### Power grid

The bar under the picture is 50 um long. Pins as bars on the die edge.
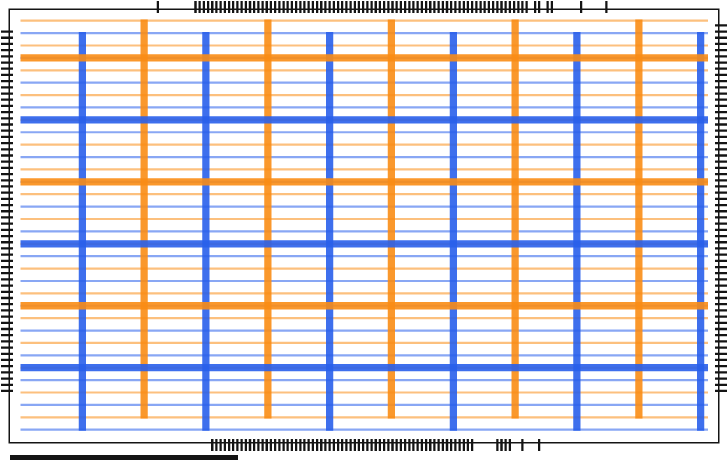
### Cells coloured by class

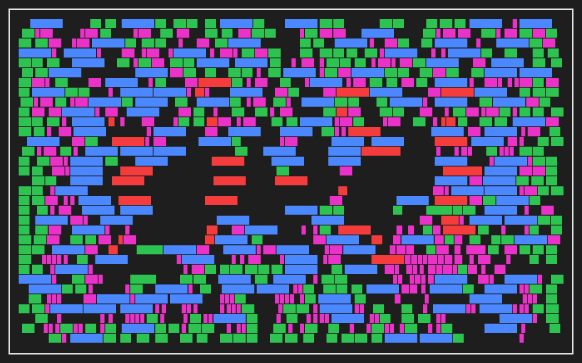
### Clock distribution

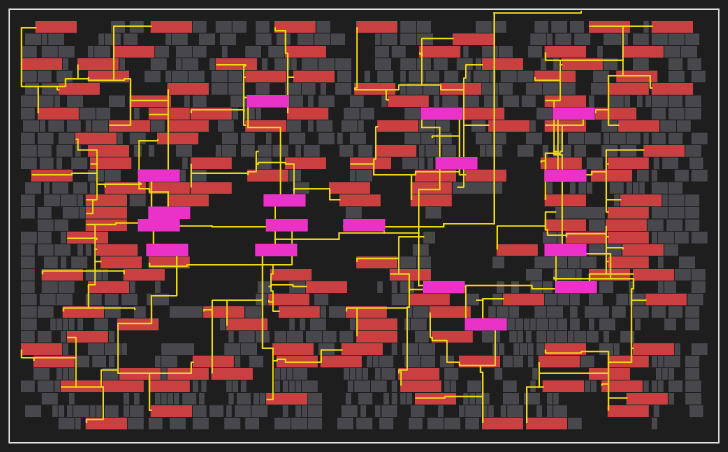
### Wiring by layer

The bar under the picture is 50 um long.
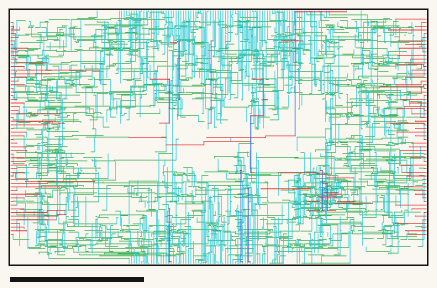
### Routing congestion map

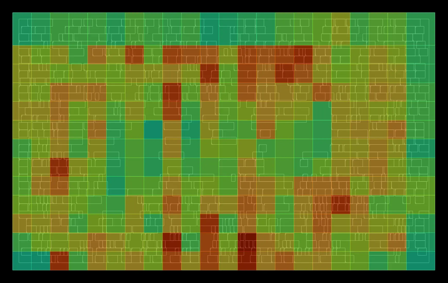
File: src/rtl/pipe_pkg.sv
// Shared pipeline-register constants and per-boundary payload layouts.
// Stages pack/unpack their payload through these typedefs so both sides agree.
package pipe_pkg;

   localparam logic [31:0] NOP_INSTR   = 32'h0000_0000;
   localparam int          TW_DEF      = 2;
   localparam int          STALL_CNT_W = 8;

   typedef struct packed {
      logic [31:0] pc_plus4;
      logic [31:0] pred_target;
   } fd_payload_t;

   typedef struct packed {
      logic [31:0] imm32;
      logic [31:0] rs_data;
   } de_payload_t;

   typedef struct packed {
      logic [31:0] alu_res;
      logic [31:0] rt_data;
   } em_payload_t;

   typedef struct packed {
      logic [31:0] wb_data;
      logic [31:0] mem_data;
   } mw_payload_t;

   localparam int PAYLOAD_W = $bits(de_payload_t);

endpackage

File: src/rtl/pipe_stall_watchdog.sv
// Counts consecutive stall edges (saturating) and raises a sticky error at STALL_LIMIT.
// Cleared by flush or reset; a load zeroes the count but leaves the error set.
module pipe_stall_watchdog
   import pipe_pkg::*;
#(
   parameter int STALL_LIMIT = 16
) (
   input  logic                   clk,
   input  logic                   reset,
   input  logic                   stall,
   input  logic                   flush,
   input  logic                   load,
   output logic [STALL_CNT_W-1:0] stall_cnt,
   output logic                   stall_err
);

   localparam logic [STALL_CNT_W-1:0] LIMIT = STALL_CNT_W'(STALL_LIMIT);

   logic [STALL_CNT_W-1:0] cnt_inc;

   assign cnt_inc = (&stall_cnt) ? stall_cnt : stall_cnt + 1'b1;

   always_ff @(posedge clk or negedge reset) begin
      if (!reset) begin
         stall_cnt <= '0;
         stall_err <= 1'b0;
      end else if (flush) begin
         stall_cnt <= '0;
         stall_err <= 1'b0;
      end else if (stall) begin
         stall_cnt <= cnt_inc;
         // error keys off the post-increment value so it lands on the LIMIT-th stall edge
         if (cnt_inc >= LIMIT) stall_err <= 1'b1;
      end else if (load) begin
         stall_cnt <= '0;
      end
   end

endmodule

File: src/rtl/pipe_stage_reg.sv
// Inter-stage pipeline register, 1-cycle latency; flush > stall (hold) > load each edge.
// Optional perf counters under `ifdef PIPE_STAGE_PERF_EN.
module pipe_stage_reg
   import pipe_pkg::*;
#(
   parameter int          PW               = 64,
   parameter int          TW               = TW_DEF,
   parameter int          DEC_TNEW         = 1,
   parameter int          KEEP_PC_ON_FLUSH = 1,
   parameter logic [31:0] NOP_INSTR        = pipe_pkg::NOP_INSTR,
   parameter int          STALL_LIMIT      = 16
) (
   input  logic                   clk,
   input  logic                   reset,
   input  logic                   stall,
   input  logic                   flush,
   input  logic                   in_valid,
   input  logic [31:0]            in_pc,
   input  logic [31:0]            in_instr,
   input  logic [PW-1:0]          in_payload,
   input  logic [TW-1:0]          in_tnew,
   output logic                   out_valid,
   output logic [31:0]            out_pc,
   output logic [31:0]            out_instr,
   output logic [PW-1:0]          out_payload,
   output logic [TW-1:0]          out_tnew,
`ifdef PIPE_STAGE_PERF_EN
   output logic [31:0]            perf_valid_cnt,
   output logic [31:0]            perf_bubble_cnt,
   output logic [31:0]            perf_stall_tot,
`endif
   output logic [STALL_CNT_W-1:0] stall_cnt,
   output logic                   stall_err
);

   logic          load;
   logic [TW-1:0] tnew_nxt;
   logic [31:0]   flush_pc;

   assign load     = !flush && !stall;
   assign flush_pc = (KEEP_PC_ON_FLUSH != 0) ? in_pc : 32'h0;

   always_comb begin
      tnew_nxt = in_tnew;
      if (DEC_TNEW != 0 && in_tnew != '0) tnew_nxt = in_tnew - 1'b1;
   end

   always_ff @(posedge clk or negedge reset) begin
      if (!reset) begin
         out_valid   <= 1'b0;
         out_pc      <= 32'h0;
         out_instr   <= NOP_INSTR;
         out_payload <= '0;
         out_tnew    <= '0;
      end else if (flush) begin
         out_valid   <= 1'b0;
         out_pc      <= flush_pc;
         out_instr   <= NOP_INSTR;
         out_payload <= '0;
         out_tnew    <= '0;
      end else if (load) begin
         out_valid   <= in_valid;
         out_pc      <= in_pc;
         out_instr   <= in_instr;
         out_payload <= in_payload;
         out_tnew    <= tnew_nxt;
      end
   end

   pipe_stall_watchdog #(
      .STALL_LIMIT (STALL_LIMIT)
   ) u_watchdog (
      .clk       (clk),
      .reset     (reset),
      .stall     (stall),
      .flush     (flush),
      .load      (load),
      .stall_cnt (stall_cnt),
      .stall_err (stall_err)
   );

`ifdef PIPE_STAGE_PERF_EN
   always_ff @(posedge clk or negedge reset) begin
      if (!reset) begin
         perf_valid_cnt  <= 32'h0;
         perf_bubble_cnt <= 32'h0;
         perf_stall_tot  <= 32'h0;
      end else begin
         if (load && in_valid) perf_valid_cnt  <= perf_valid_cnt + 32'h1;
         if (flush)            perf_bubble_cnt <= perf_bubble_cnt + 32'h1;
         if (stall && !flush)  perf_stall_tot  <= perf_stall_tot + 32'h1;
      end
   end
`endif

endmodule

File: config.mk
export PLATFORM = sky130hd
export DESIGN_NAME = pipe_stage_reg
export DESIGN_NICKNAME = d
export VERILOG_FILES = /design/src/rtl/pipe_pkg.sv /design/src/rtl/pipe_stall_watchdog.sv /design/src/rtl/pipe_stage_reg.sv
export SDC_FILE = /design/constraint.sdc
export NUM_CORES = 1
export LEC_CHECK = 0
export CORE_ASPECT_RATIO = 0.6
export CORE_MARGIN = 2
export CORE_UTILIZATION = 41
export DETAILED_ROUTE_END_ITERATION = 16
export PLACE_DENSITY = 0.81
export SYNTH_ARGS = -nofsm -noshare
export SYNTH_HDL_FRONTEND = slang
export SYNTH_SLANG_ARGS = --single-unit
export TNS_END_PERCENT = 1
File: constraint.sdc
create_clock -name clk -period 1.88 [get_ports clk]
set_input_delay 0.47 -clock clk [delete_from_list [all_inputs] [get_ports clk]]
set_output_delay 0.47 -clock clk [all_outputs]
set_load 0.03 [all_outputs]
==> deck_impl_summary.md <==
Physical Implementation Snapshot

Run status
  – Status: finished, violations left
  – Failing checks: hold timing

Drt
  – First drt pass iteration count: 4
  – Initial drt markers: about 220
  – Post-DRT Antenna Nets: 0
  – Vias per inst: between 4 and 5

Placement
  – DP Worst Slack: about 0.12 ns
  – Final Wtd Congestion: roughly 0.95
  – Hpwl dp: roughly 11000 um

Worst hold path
  – Worst hold path class: in -> async

Power
  – Comb power frac: approximately 17%
  – Pwr/cell area: between 800 and 900 nW/um2
  – Switch Pwr: about 0.0022 W
  – Power Internal: about 0.0058 W
  – Leak: around 4.8 nW
  – Reg power frac: between 40 and 50%
  – Total power: between 0.007 and 0.008 W

Final timing
  – Setup-failing EPs final: 0
  – Fin Setup TNS: 0 ns
  – Setup WS post-layout: 0.07422 ns
  – Fin crit period: 1.806 ns
  – Worst Clk Skew: 0.009751 ns
  – Worst-Margin Slew: 0.8128 ns
  – RSZ-0062 raised after global routing: false
  – Fin crit share: a little over nine tenths
  – Rel. slew slack: between 40% and 50%
  – Hold Fails Final Rpt: 9
  – Min Hold Slack: -0.007065 ns

Yosys
  – Ys Warns: 0
  – Sequential area share after synthesis: 62.14%
  – Post-Syn Instances: 516
  – Synth cell types: 30
  – Syn_nets: 652
  – Synthesized cell area: 5638 um2
  – Simple share: 15.85%
  – Mux share: between 10% and 20%
  – Synthesized registers: roughly 140
  – Top non-seq family: multiplexers
  – Syn Area/Cell: ~11 um2
  – # Cells Yosys: roughly 520
  – XOR/XNOR Area Share: less than 1%
  – Ao+oa area frac: under 10%

Critical path
  – Worst R2R Path Depth: 5
  – CP bufs+invs: 1
  – Crit. End Element: output port
  – Critical Path AT: ~1.3 ns
  – CP cell instances: dlygate4sd2_1
  – Critical Path Source: u_watchdog.stall_cnt[5]$_DFF_PN0_
  – Reg2Reg Setup Slack: ~0.11 ns
  – FF-to-FF End: u_watchdog.stall_err$_DFFE_PN0P_
  – CP Depth: 1
  – CP delay by family, top: flip-flops

Layout
  – Syn-to-layout area delta: 59.94%
  – Diode count: 0
  – Nets: a little over 900
  – Top cells excl fill/tap: dfrtp_1 (140), dlygate4sd2_1 (140), clkdlybuf4s50_1 (131), nor2_1 (109), nand2_1 (101)
  – Layout cells sized above 1: under 10%

Clock network
  – Clock root buffer: clkbuf_16
  – CTS Buf Count: 17
  – # hold bufs at CTS: 0
  – CTS tree: built
  – Max Buffers Root-to-Sink: 2
  – Post-CTS Setup Inserts: 0

Global route
  – Grt ovf: 0
  – First-pass GRT wire length: between 20000 and 25000 um
  – Initial antenna violation count: 0

Run
  – Tool warning count: 26
  – Max-Cap Viols: 0

Die
  – Number of cell rows: 33
-- 'Power grid' (at the start) --
[VDD] orange
[VSS] blue
met5 straps: 6
met4 straps: 11
rows: 33
signal pins: 275
Die W: 155.4 um
die span in y: 94.83 um
peak supply drop: 0.5667 mV
Core Region: 13540 um2

-- 'Cells coloured by class' (at the start) --
[registers] blue | cells: 140
[remaining logic cells] magenta | cells: 345
[remaining buffers and delay cells] green | cells: 287
[clock drivers and dummy loads] red | cells: 32
flop share of the area: 38.85%
final design utilization: 66.58%
Final Cell Area: 9017 um2

-- 'Clock distribution' (at the start) --
[flip-flops] red | count: 140
[clock wires] yellow | length: 1750 um
[clock-net drivers] magenta | count: 17
routed clock nets: 18
clk ins delay skew pair: 0.41 ns
clock network power share: 41.5%

-- 'Wiring by layer' (at the start) --
[M3] red | wire length: 991 um
[M1] green | wire length: 6930 um
[M2] cyan | wire length: 7300 um
[M4] blue | wire length: 256 um
final WL: 15480 um
Total Routing Usage GR: 21.17%
wire per inst: 15.81 um
via count: 4706

-- 'Routing congestion map' (at the start) --
met2 Use GR: 33.33%
busiest layer in global routing: met2
GR Util met1: 28.86%

[layout make-up]
type                            count  area (um2)  share of cell area, %
Timing Repair Buffer              287        2699                  29.93
Multi-Input combinational cell    343        2004                  22.23
Sequential cell                   140        3503                  38.85
Clock inverter                     12       137.6                  1.526
Clock buffer                       20       446.7                  4.954
Inverter                            2       7.507                0.08325
Tap cell                          175       219.0                  2.428
[synth_stat cells]
cell type  count  area (um2)
ha_1           1       12.51
buf_1          2       7.510
and3_1         1       6.260
inv_1          2       7.510
nor2b_1        2       12.51
nand2b_1       1       6.260
mux2i_1       98       980.9
buf_2          9       45.04
o21ai_0        3       15.01
nand4_1        1       6.260
or3_1          1       6.260
nand3_1        1       5.000
o311a_1        1       10.01
xor2_1         2       17.52
nand3_2        1       10.01
or4_1          1       7.510
dfrtp_1      140        3503
a22oi_1        1       7.510
and2_1         1       6.260
or2_1          1       6.260
and3_2         1       7.510
clkbuf_1      20       75.07
a21oi_1        4       20.02
o31ai_1        2       15.01
a31oi_1        2       12.51
a211oi_1       1       7.510
nor2_1       109       409.1
nand2_1      101       379.1
nor3_1         5       25.02
o211ai_1       1       7.510
[how the worst min path moves through the flow]
stage,slack (ns),to,start
5_1_grt,0.02,out_payload[8]$_DFFE_PN0P_,reset
3_5_place_dp,0.44,out_payload[10]$_DFFE_PN0P_,reset
3_3_place_gp,0.44,out_instr[14]$_DFFE_PN0P_,reset
6_report,-0.007,out_payload[10]$_DFFE_PN0P_,reset
4_1_cts,0.006,out_payload[10]$_DFFE_PN0P_,reset
2_1_floorplan,0.17,out_instr[0]$_DFFE_PN0P_,reset
[flip-flops by register name (all words and copies together), names as in the netlist]
name,flops
out_payload,64
out_pc,32
u_watchdog.stall_cnt,8
out_instr,32
out_valid,1
out_tnew,2
u_watchdog.stall_err,1
[cells by family after synthesis]
kind of cell / Yosys count
flops: 140
xor+xnor: 2
buf+inv: 33
simple gates: 227
fa+ha+maj: 1
mux: 98
compound gates: 15
[layer usage]
metal | GRT usage [%] | routed length (um)
met5 | 0 | 0
met4 | 7.722 | 255
met3 | 5.048 | 990
met2 | 33.33 | 7298
met1 | 28.86 | 6934
[power by group through the flow]
stage | clock [W] | sequential (W) | combinational (W)
2_1_floorplan | 0 | 0.00370 | 0.000329
3_3_place_gp | 0 | 0.00334 | 0.00147
3_5_place_dp | 0 | 0.00335 | 0.00150
4_1_cts | 0.00337 | 0.00329 | 0.00138
5_1_grt | 0.00351 | 0.00331 | 0.00146
6_report | 0.00330 | 0.00329 | 0.00136
[stage by stage]
stage | cell area, um2 | cells
2_1_floorplan | 5638 | 516
3_3_place_gp | 8606 | 947
3_5_place_dp | 8606 | 947
4_1_cts | 9015 | 979
5_1_grt | 9017 | 979
6_report | 9017 | 979
[repair_timing]
| action | 4_1_cts | 5_1_grt |
|---|---|---|
| resized | 140 | 1 |
| cloned | 0 | 0 |
| endpoints found under the setup margin | 140 | 1 |
| endpoints found under the hold margin | 0 | 0 |
Power and IR drop assume default switching activity.
